Fig. 1: run 1, register map, names as in the netlist
Other sequential cells in the stronger grey, the rest of the logic in the fainter grey.
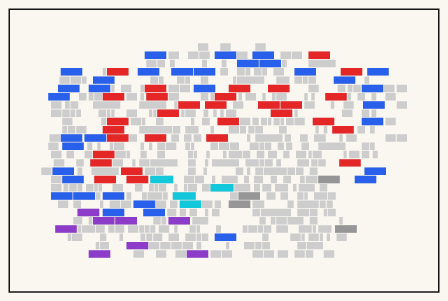
Fig. 2: run 1, clock routing
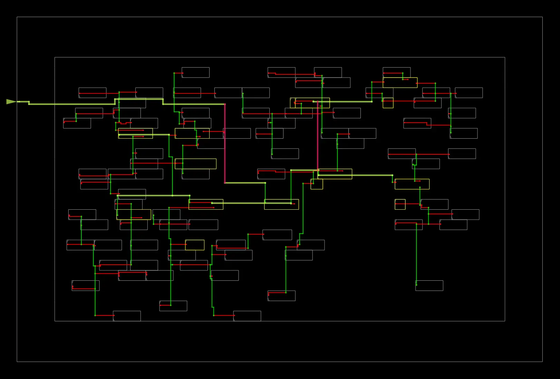
Fig. 3: run 1, selected gate families
Bar = 50 um.
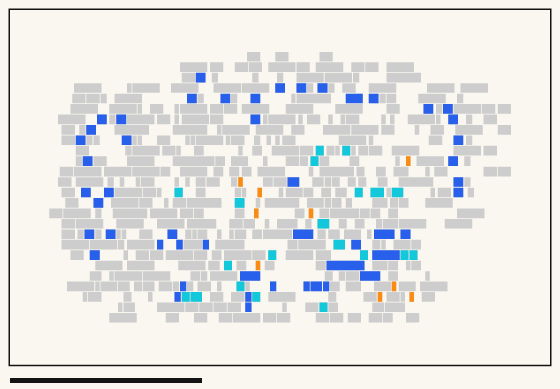
Fig. 4: run 1, routed metal, one colour a layer
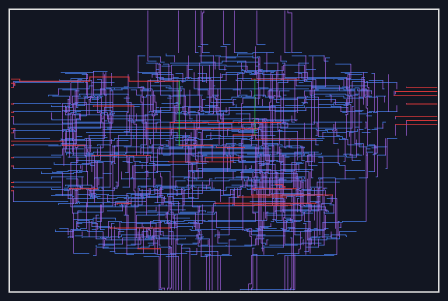
$ cat src/rtl/core4_cpu_1_oci_pkg.sv
// Shared definitions for the OCI trace blocks: frame geometry, drain states
// and atom codes.
package core4_cpu_1_oci_pkg;
  localparam int ATOM_W          = 2;
  localparam int ATOMS_PER_FRAME = 15;
  localparam int CNT_W           = 4;
  localparam int FRAME_W         = ATOM_W * ATOMS_PER_FRAME;

  typedef enum logic [1:0] {
    RUN   = 2'd0,
    DRAIN = 2'd1,
    DONE  = 2'd2
  } drain_state_e;

  typedef enum logic [ATOM_W-1:0] {
    ATOM_NOP  = 2'd0,
    ATOM_LD   = 2'd1,
    ATOM_ST   = 2'd2,
    ATOM_MARK = 2'd3
  } atom_code_e;

  typedef struct packed {
    logic [CNT_W-1:0]   cnt;
    logic [FRAME_W-1:0] data;
  } dct_frame_t;
endpackage

$ cat src/rtl/core4_cpu_1_oci_dct_outreg.sv
// Single-entry valid/ready holding register; payload is held stable until
// the sink takes it, and a new word may load in the same cycle it drains.
module core4_cpu_1_oci_dct_outreg #(
  parameter int W = 34
) (
  input  logic         clk,
  input  logic         reset_n,
  input  logic         in_valid,
  input  logic [W-1:0] in_data,
  output logic         in_ready,
  output logic         out_valid,
  output logic [W-1:0] out_data,
  input  logic         out_ready
);
  assign in_ready = !out_valid || out_ready;

  always_ff @(posedge clk) begin
    if (!reset_n) begin
      out_valid <= 1'b0;
      out_data  <= '0;
    end else if (in_valid && in_ready) begin
      out_valid <= 1'b1;
      out_data  <= in_data;
    end else if (out_ready) begin
      out_valid <= 1'b0;
    end
  end
endmodule

$ cat src/rtl/core4_cpu_1_oci_dct_packer.sv
// Packs 2-bit trace atoms into 15-atom DCT frames, hands them to the sink over
// valid/ready, and sequences the end-of-test drain.
module core4_cpu_1_oci_dct_packer
  import core4_cpu_1_oci_pkg::*;
(
  input  logic                clk,
  input  logic                reset_n,
  input  logic                atom_valid,
  input  logic [ATOM_W-1:0]   atom,
  output logic                atom_ready,
  input  logic                flush,
  input  logic                end_req,
  output logic                dct_valid,
  input  logic                dct_ready,
  output logic [FRAME_W-1:0]  dct_buffer,
  output logic [CNT_W-1:0]    dct_count,
  output logic                test_ending,
  output logic                test_has_ended,
  output logic [7:0]          drop_cnt
);
  localparam logic [CNT_W-1:0] FULL = CNT_W'(ATOMS_PER_FRAME);

  drain_state_e       state, state_nxt;
  logic [FRAME_W-1:0] acc, acc_nxt;
  logic [CNT_W-1:0]   acc_cnt, cnt_nxt;
  logic               flush_pend, flush_req, accept, launch_req, launch;
  logic               out_full, in_ready;
  dct_frame_t         frame_in, frame_out;

  always_comb begin
    atom_ready = (state == RUN) && !(acc_cnt == FULL && out_full);
    accept     = atom_valid && atom_ready;
    acc_nxt    = acc;
    cnt_nxt    = acc_cnt;
    if (accept) begin
      acc_nxt[ATOM_W*acc_cnt +: ATOM_W] = atom;
      cnt_nxt = acc_cnt + 4'd1;
    end
    // DRAIN keeps pushing whatever is left; entering DRAIN acts as a flush.
    flush_req  = flush || flush_pend || (state == RUN && end_req) || (state == DRAIN);
    launch_req = (cnt_nxt == FULL) || (flush_req && cnt_nxt != '0);
    launch     = launch_req && in_ready;
    frame_in   = '{cnt: cnt_nxt, data: acc_nxt};
  end

  always_ff @(posedge clk) begin
    if (!reset_n) begin
      acc        <= '0;
      acc_cnt    <= '0;
      flush_pend <= 1'b0;
      drop_cnt   <= '0;
    end else begin
      if (launch) begin
        acc        <= '0;
        acc_cnt    <= '0;
        flush_pend <= 1'b0;
      end else begin
        acc        <= acc_nxt;
        acc_cnt    <= cnt_nxt;
        flush_pend <= flush_req && (state != DRAIN) && (cnt_nxt != '0);
      end
      if (state == RUN && atom_valid && !atom_ready && drop_cnt != 8'hFF)
        drop_cnt <= drop_cnt + 8'd1;
    end
  end

  always_ff @(posedge clk) begin
    if (!reset_n) state <= RUN;
    else          state <= state_nxt;
  end

  always_comb begin
    state_nxt = state;
    case (state)
      RUN:     if (end_req) state_nxt = DRAIN;
      DRAIN:   if (acc_cnt == '0 && !flush_pend && (!out_full || dct_ready)) state_nxt = DONE;
      DONE:    state_nxt = DONE;
      default: state_nxt = RUN;
    endcase
  end

  assign test_ending    = (state == DRAIN);
  assign test_has_ended = (state == DONE);

  core4_cpu_1_oci_dct_outreg #(.W($bits(dct_frame_t))) u_outreg (
    .clk       (clk),
    .reset_n   (reset_n),
    .in_valid  (launch_req),
    .in_data   (frame_in),
    .in_ready  (in_ready),
    .out_valid (out_full),
    .out_data  (frame_out),
    .out_ready (dct_ready)
  );

  assign dct_valid  = out_full;
  assign dct_buffer = frame_out.data;
  assign dct_count  = frame_out.cnt;
endmodule

$ cat config.mk
export PLATFORM = sky130hd
export DESIGN_NAME = core4_cpu_1_oci_dct_packer
export DESIGN_NICKNAME = d
export VERILOG_FILES = /design/src/rtl/core4_cpu_1_oci_pkg.sv /design/src/rtl/core4_cpu_1_oci_dct_outreg.sv /design/src/rtl/core4_cpu_1_oci_dct_packer.sv
export SDC_FILE = /design/constraint.sdc
export NUM_CORES = 1
export LEC_CHECK = 0
export CORE_ASPECT_RATIO = 0.6
export CORE_MARGIN = 10
export CORE_UTILIZATION = 40
export CTS_CLUSTER_DIAMETER = 40
export DETAILED_ROUTE_END_ITERATION = 8
export MAX_ROUTING_LAYER = met4
export PLACE_DENSITY = 0.7
export SKIP_LAST_GASP = 1
export SLEW_MARGIN = 20
export SYNTH_ARGS = -nofsm -noshare
export SYNTH_HDL_FRONTEND = slang
export SYNTH_SLANG_ARGS = --single-unit
$ cat constraint.sdc
create_clock -name clk -period 2.8 [get_ports clk]
set_input_delay 0.84 -clock clk [delete_from_list [all_inputs] [get_ports clk]]
set_output_delay 0.84 -clock clk [all_outputs]
set_load 0.02 [all_outputs]
==> run notes, run 1 <==
Synthesis and PnR results.

- The flow ran to the end, and the final reports show no timing, DRC or antenna violations.
- The core area is 8520 sq um.
- The total global routing overflow reads 0.
- The internal cell power reads 3.18 mW.
- The part of the cycle the worst path needs is 0.971.
- Of the total synthesized cell area, the portion taken by full adders, half adders and majority gates is 0.0286.
- The worst hold margin is 0.465 ns.
- The netlist area before placement reads 3500 sq um.
- The maximum clock frequency is 368 MHz.
- For this design the ratio of total power to cell area is 1100 nW/um^2.
- The number of cells in the yosys synthesis report is 367.
- The setup TNS reads 0 ns.
- The number of design rule violations left after detail routing is 0.
- The number of fill cells is 802.
- Entering global routing, the biggest net connects 42 pins.
- In the synthesized netlist, the number of instances is 367.
- No sink is reached through more buffers than the 2 on the longest clock path.
- Measured along the x axis, the die boundary spans 141 um.
- The endpoint required time on the critical path is 3.03 ns.
- The met3 routed wirelength reads 533 um.
- The signal on the critical path passes through clkdlybuf4s50_1 -> a2111oi_2 -> buf_4 -> o221a_1 -> nor4_4 -> or3_1 -> a2111oi_2.
- Per the synthesis report, the simple-gate share of the synthesized area is 0.210.
- Of the cells placed in the final design, the portion with a size suffix greater than 1 is 0.154.
- The number of buffers added to fix hold violations after cts reads 0.
- In this run the maximum-capacitance check reported violations numbering 0.
- Of the post-synthesis cell area, the part taken by muxes is 0.0977.
- The mean routed wirelength per cell is 17.1 um.
- The number of design-rule violations left by the first detailed-router iteration reads 188.
- The main combinational cell family by area after synthesis is simple AND/OR/NAND/NOR gates.
- By startpoint and endpoint, the worst setup path is classified as primary input to flop.
- The area fraction of the dominant cell type after synthesis reads 0.458.
- The reg-to-reg setup timing slack reads 0.21 ns.
- The tap cell instance count reads 112.
- STA classifies the critical path startpoint as a primary input.
- The utilization after layout reads 0.548.
- OpenROAD emitted warnings numbering 30.
- The initial antenna violation count came to 0.
- The path type of the worst min-delay path is flop to flop.
- Once layout is done, the placed cells without fillers occupy 4670 sq um.
- The wire length after detailed routing is 9550 um.
- The relative contribution of sequential cells to total power reads 0.308.
- The final layout report lists a non-clock buffer count of 90.
- The layout multi-input combinational cell count reads 253.
- The prevailing post-synth register cell reads dfxtp_1.
- The critical path maximum fanout is 4.
- The count of nets left with antenna violations once routing finished came out at 0.
- The fraction of power consumed by combinational cells reads 0.465.
- In this run, the synthesized area fraction spent on xor and xnor cells is recorded as 0.0225.
- The number of standard cells in the final layout excluding fillers is 559.
- The average instance in the mapped netlist occupies 9.53 sq um.
- For this run, the register share of the synthesized area comes to 0.458.
- The number of failing hold endpoints at the final stage is 0.
- The floorplan core density reads 0.410.
- The met1 layer wirelength in the final routing reads 4910 um.
- The H-tree was split into 3 levels.
- Per STA, the library cell used most along the worst path is a2111oi_2.
- The wire length of the first global-routing pass reads 15500 um.
- The final period demand of the worst path reads 2.72 ns.
- The floorplan report gives the top-level pin count as 54.
- The analysis attributes to cell leakage a power of 1.84 nW.
- The max-slew check reports its worst relative slack as 0.550.
- The count of placed standard cells including taps reads 544.
- The top cell types in the final layout, fill and taps aside, are 77 x dfxtp_1, 53 x clkdlybuf4s50_1, 44 x nor2_1, 35 x nor3_1, 35 x buf_4.
- The net count reported at finish reads 459.
- The pin slew with the least headroom to its limit is 0.674 ns.
- The area taken by flip-flops and latches is 1610 sq um.
- The proportion of synthesized flip-flops having asynchronous set or reset reads 0.
- The number of placement rows reads 26.
- Of all the cell area in the finished design, the clock network holds 0.0635.
- STA classifies the critical path endpoint as a flop.
- The cell at the root of the clock tree reads clkbuf_16.
- The worst slack at placement is -0.313 ns.
- The net load switching power reads 1.95 mW.
- On the critical path the largest part of the delay comes from AND-OR/OR-AND gates.
- The flow reports power dissipated in combinational cells as 2.38 mW.
- The gate-level netlist out of Yosys references 49 unique cell types.
- The proportion of final cell area spent on non-clock buffers reads 0.175.
- The final worst-path setup slack reads 0.0824 ns.
- The switching portion of total power comes to 0.380.
- For this block, the via count after detailed routing is 2994.
- The layout report gives the register share of total cell area as 0.344.
- The most frequently used cell type in the post-synthesis netlist reads dfxtp_1.
- The met2 track utilization from global routing is 0.208.
- The compound-gate portion of the synthesized area is 0.137.
- The combinational gate area reads 1780 sq um.
- The count of inverters not on the clock network in the layout reads 9.
- The via count of the first global-routing pass is 2930.
- The highest-count logic cell in the final layout reads dfxtp_1.
- The total met2 wirelength after detailed routing reads 4070 um.
- The instance area after placement reads 4330 sq um.
- Yosys attributes the largest share of cell area to dfxtp_1 46%, mux2i_1 9.4%, a211oi_1 6.7%.
- The clock network power share reads 0.227.
- The number of flops mapped to enable cells by yosys is 0.
- The number of clock buffers in the layout reads 11.
- TritonCTS built the clock tree.
- In this run the top signal layer used is met4.
- The library cell with the largest summed area after synthesis reads dfxtp_1.
-- Fig. 1 (at the start) --
| name in the netlist | colour | flops |
|---|---|---|
| `u_outreg.out_data` | blue | 34 |
| `drop_cnt` | purple | 8 |
| `acc_cnt` | cyan | 4 |
| `acc` | red | 30 |
not coloured: 4

-- Fig. 2 (at the start) --
flip-flops: 80
CTS buffer count: 9
Worst-Skew Late Latency: 0.33 ns
P_clk: 1.17 mW
clk sinks: 80

-- Fig. 3 (at the start) --
| family | colour | cells |
|---|---|---|
| AND and OR gates | cyan | 20 |
| inverters | orange | 9 |
| inverting AOI/OAI gates | blue | 50 |

-- Fig. 4 (at the start) --
| layer | colour | wire length |
|---|---|---|
| metal 2 | purple | 4070 um |
| metal 4 | green | 39.4 um |
| metal 1 | blue | 4910 um |
| metal 3 | red | 533 um |

==> run 1: worst min-delay path, stage by stage, from the launching register on <==
cell     delay (ns)
dfxtp_1        0.31
nand2_1        0.05
o21ai_0        0.06
==> run 1: worst paths after layout <==
kind / startpoint / to / cells past startpoint
worst max register to register: acc_cnt[0] / u_outreg.out_data[26] / 7
worst min register to register: u_outreg.out_data[33] / u_outreg.out_data[33] / 2
worst min-delay path: u_outreg.out_data[33] / u_outreg.out_data[33] / 2
worst max-delay path: end_req / flush_pend / 7
==> run 1: registers in the layout (all words and copies together), names as in the netlist <==
name and cells:
acc 30, acc_cnt 4, drop_cnt 8, flush_pend 1
state 2, u_outreg.out_data 34, u_outreg.out_valid 1
==> run 1: repair_timing <==
action                                  CTS  global route
pin swaps                                 0             2
resized                                   2            10
endpoints found under the setup margin    1            69
Fig. 5: run 1, I/O pins on the die edge
Pins as bars across the die edge, other pins in grey.
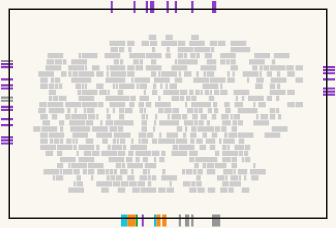

==> inputs of run 2 (changes only) <==
--- a/config.mk
+++ b/config.mk
@@ -5,13 +5,15 @@
 export SDC_FILE = /design/constraint.sdc
 export NUM_CORES = 1
 export LEC_CHECK = 0
+export CELL_PAD_IN_SITES_DETAIL_PLACEMENT = 1
+export CELL_PAD_IN_SITES_GLOBAL_PLACEMENT = 1
 export CORE_ASPECT_RATIO = 0.6
 export CORE_MARGIN = 10
 export CORE_UTILIZATION = 40
 export CTS_CLUSTER_DIAMETER = 40
 export DETAILED_ROUTE_END_ITERATION = 8
 export MAX_ROUTING_LAYER = met4
-export PLACE_DENSITY = 0.7
+export PLACE_DENSITY = 0.86
 export SKIP_LAST_GASP = 1
 export SLEW_MARGIN = 20
 export SYNTH_ARGS = -nofsm -noshare
Fig. 6: run 2, I/O pins on the die edge
Pins as bars across the die edge, other pins in grey.
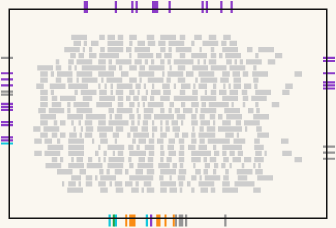
| port | colour | pins | direction | edge |
|---|---|---|---|---|
| `reset_n` | green | 1 | input | south |
| `drop_cnt` | orange | 8 | output | south |
| `dct_buffer` | purple | 30 | output | 13 north, 10 west, 6 east, 1 south |
| `dct_count` | cyan | 4 | output | 3 south, 1 west |

==> run 2 against run 1 <==
  * Clock skew about the same
  * Via count increased by 6.5%
  * Sequential power about the same
  * Fmax decreased by 1.4%
  * Global-route usage increased by 3.3 points
  * Synthesized cell count unchanged
  * Register-to-register slack got worse by 0.10 ns
  * Sequential cell count unchanged
  * Synthesized area unchanged
  * Cell area increased by 2.2%
  * Largest cell class unchanged
==> run notes, run 2 <==
Synthesis and PnR results.

- The tightest slew margin relative to the limit is 0.531 (-0.0187).
- The unique cell type count in the Yosys netlist was 49 (unchanged).
- The final count of negative-setup-slack endpoints reads 0.
- The combinational power is 2.56 mW (+8%).
- The final design instance area without fill was 4770 sq um (+2.2%).
- The wire length after detailed routing reads 11900 um (+25%).
- The via count of the first global-routing pass is 3440 (+17%).
- The count of warning messages emitted by the tools is 31 (+3.3%).
- The fraction of final layout cells sized beyond drive strength 1 is 0.163 (+0.00895).
- The layout multi-input combinational cell count is 253 (unchanged).
- The wire length of the first global-routing pass reads 19000 um (+22%).
- The floorplan core density reads 0.410 (unchanged).
- The startpoint of the most critical register-to-register path reads acc_cnt[0].
- The proportion of synthesized flip-flops having asynchronous set or reset reads 0 (unchanged).
- The number of clock buffers inserted by TritonCTS reads 9 (unchanged).
- The utilization after layout reads 0.560 (+0.0120).
- The area fraction of the dominant cell type after synthesis came to 0.458 (unchanged).
- The count of inverters not on the clock network in the layout reads 9 (unchanged).
- The total global routing overflow reads 0 (unchanged).
- The part of the cycle the worst path needs reads 0.985 (+0.0143).
- The fraction of power consumed by combinational cells is 0.458 (-0.007).
- The instance count along the most critical hold path reads 2 (unchanged).
- The number of cells in the yosys synthesis report reads 367 (unchanged).
- The path type of the worst min-delay path is flop to flop.
- The buffer count excluding the clock tree in the final layout reads 90 (unchanged).
- u_outreg.out_data holds more flip-flops than any other register.
- The clock latency on the worst-skew pair reads 0.34 ns (about the same).
- The number of flops mapped to enable cells by yosys came to 0 (unchanged).
- The capturing point of the worst reg2reg path reads u_outreg.out_data[4].
- The mean routed wirelength per cell is 21.4 um (+25%).
- The initial antenna violation count is 0 (unchanged).
- The tally of max-capacitance violations came to 0 (unchanged).
- The highest-count logic cell in the final layout reads dfxtp_1.
- For the sequential group, total power comes out at 1.58 mW.
- Listed in order, past its start point the critical path passes clkdlybuf4s50_1 -> a2111o_1 -> a2111oi_4 -> nor4_4 -> or2_1 -> buf_4 -> a211oi_1.
- The post-cts repair resize count reads 6 (+4).
- The final worst-path setup slack was 0.0425 ns (-0.0399 ns).
- The power density over the cells was 1170 nW/um^2 (+6.7%).
- The setup TNS is 0 ns (unchanged).
- By instance count after routing, the leading logic cell types are 77 x dfxtp_1, 52 x clkdlybuf4s50_1, 43 x nor2_1, 35 x nor3_1.
- The instance area after placement reads 4330 sq um (-0.17%).
- The proportion of final cell area spent on non-clock buffers reads 0.173 (-0.00166).
- The number of failing hold endpoints at the final stage is 0 (unchanged).
- The number of standard cells in the final layout excluding fillers is 559 (unchanged).
- The remaining number of nets flagged by the antenna check after routing is 0 (unchanged).
- Per STA, the startpoint of the critical path is flush.
- The leakage power is 1.89 nW (+3.0%).
- The endpoint required time on the critical path reads 3.03 ns (about the same).
- The synthesized design spends more area on one cell type than any other, namely dfxtp_1.
- The critical-path maximum fanout came to 14 (+10).
- The count of placed standard cells including taps is 543 (-0.18%).
- The net count reported at finish reads 459 (unchanged).
- The mean instance size in the synthesized netlist reads 9.53 sq um (unchanged).
- The portion of the layout cell area used by clock cells is 0.0750 (+0.0115).
- In the final layout, the registers with the most flip-flops are u_outreg.out_data x34, acc x30, drop_cnt x8.
- The reg-to-reg setup timing slack reads 0.11 ns (-0.10 ns).
- The relative contribution of sequential cells to total power is 0.283 (-0.025).
- Looking at hold timing, the worst path starts from u_outreg.out_data[33].
- The worst reg2reg path depth came to 8 (+1).
- The run finished with clean final reports.
- The fraction of standard cell area that is sequential was 0.336 (-0.00739).
- The number of design-rule violations left by the first detailed-router iteration came to 202 (+7.4%).
- The number of H-tree branching levels came to 3 (unchanged).
- The via total after detailed routing reads 3190 (+6.5%).
- The kind of cell adding the most delay to the critical path is AND-OR/OR-AND gates.
- The number of design rule violations left after detail routing is 0 (unchanged).
- Yosys instantiated no cell more often than dfxtp_1.
- The clock network power share is 0.258 (+0.031).
- The worst hold margin is 0.489 ns (+0.0246 ns).
- The worst setup path is launched from a primary input.
- After synthesis, the cell types taking the most area are dfxtp_1 46%, mux2i_1 9.4%, a211oi_1 6.7%.
- The combinational gate area is 1810 sq um (+1.8%).
- The register share after synthesis is 0.458 (unchanged).
- The layout sequential cell count was 80 (unchanged).
- The number of placement rows came to 26 (unchanged).
- The cell at the root of the clock tree is clkbuf_16.
- The clock tree buffer depth is 2 (unchanged).
- The number of buffers added to fix hold violations after cts is 0 (unchanged).
- The maximum number of pins on one net before global-route repair reads 42 (unchanged).
- The group with the largest share of power is combinational logic.
- The pin slew with the least headroom to its limit is 0.692 ns (+0.0186 ns).
- The number of clock buffers in the layout is 10 (-1).
- The tap cell instance count is 112 (unchanged).
- The sink of the worst hold path is u_outreg.out_data[33].
- The gate count after technology mapping reads 367 (unchanged).
- The synthesis report names the predominant flop master as dfxtp_1.
- The power drawn by the clock network is 1.44 mW (+23%).
- STA classifies the critical path endpoint as a flop.
- The maximum clock frequency is 363 MHz (-1.4%).
- The number of top-level design ports is 54 (unchanged).
- The number of fill cells reads 951 (+19%).
- The area taken by flip-flops and latches reads 1610 sq um (unchanged).
- The classification of the worst setup path is primary input to flop.
- The internal cell power reads 3.47 mW (+9.3%).
- TritonCTS built the clock tree.
- The final period demand of the worst path is 2.76 ns (+0.0399 ns).
- The net load switching power reads 2.12 mW (+8.5%).
- The core area is 8520 sq um (unchanged).
- The netlist area before placement reads 3500 sq um (unchanged).
- The worst slack at placement reads -0.341 ns (-0.0281 ns).
- The number of clock sinks reads 80 (unchanged).
run 2: cell counts after synthesis:
No cell type changed its count.
run 2: worst max path at each step:
stage	end	slack, ns	depth (start not counted)
after CTS	atom_ready	0.02	3
after global placement	acc_cnt[2]	-0.24	7
final	u_outreg.out_data[4]	0.04	7
after global routing	flush_pend	-0.06	6
after floorplan	flush_pend	0.21	6
after detailed placement	acc[29]	-0.34	7
run 2: cell families after synthesis:
group	after synthesis	synth area share
fa+ha+maj	8	0.0286
xor+xnor	9	0.0225
compound gates	58	0.137
buf+inv	34	0.0458
mux	34	0.0977
simple gates	144	0.210
flops	80	0.458
run 2: layer usage:
metal  wire length [um]  global-route usage  vias to the layer above
li1                   -                   -                     1479
met1               5530               0.231                     1608
met5                  0                   -                        -
met3                630              0.0454                       17
met2               5650               0.289                       86
met4                129              0.0488                        0
No activity file was given, so power comes from the tool's default toggle rates.
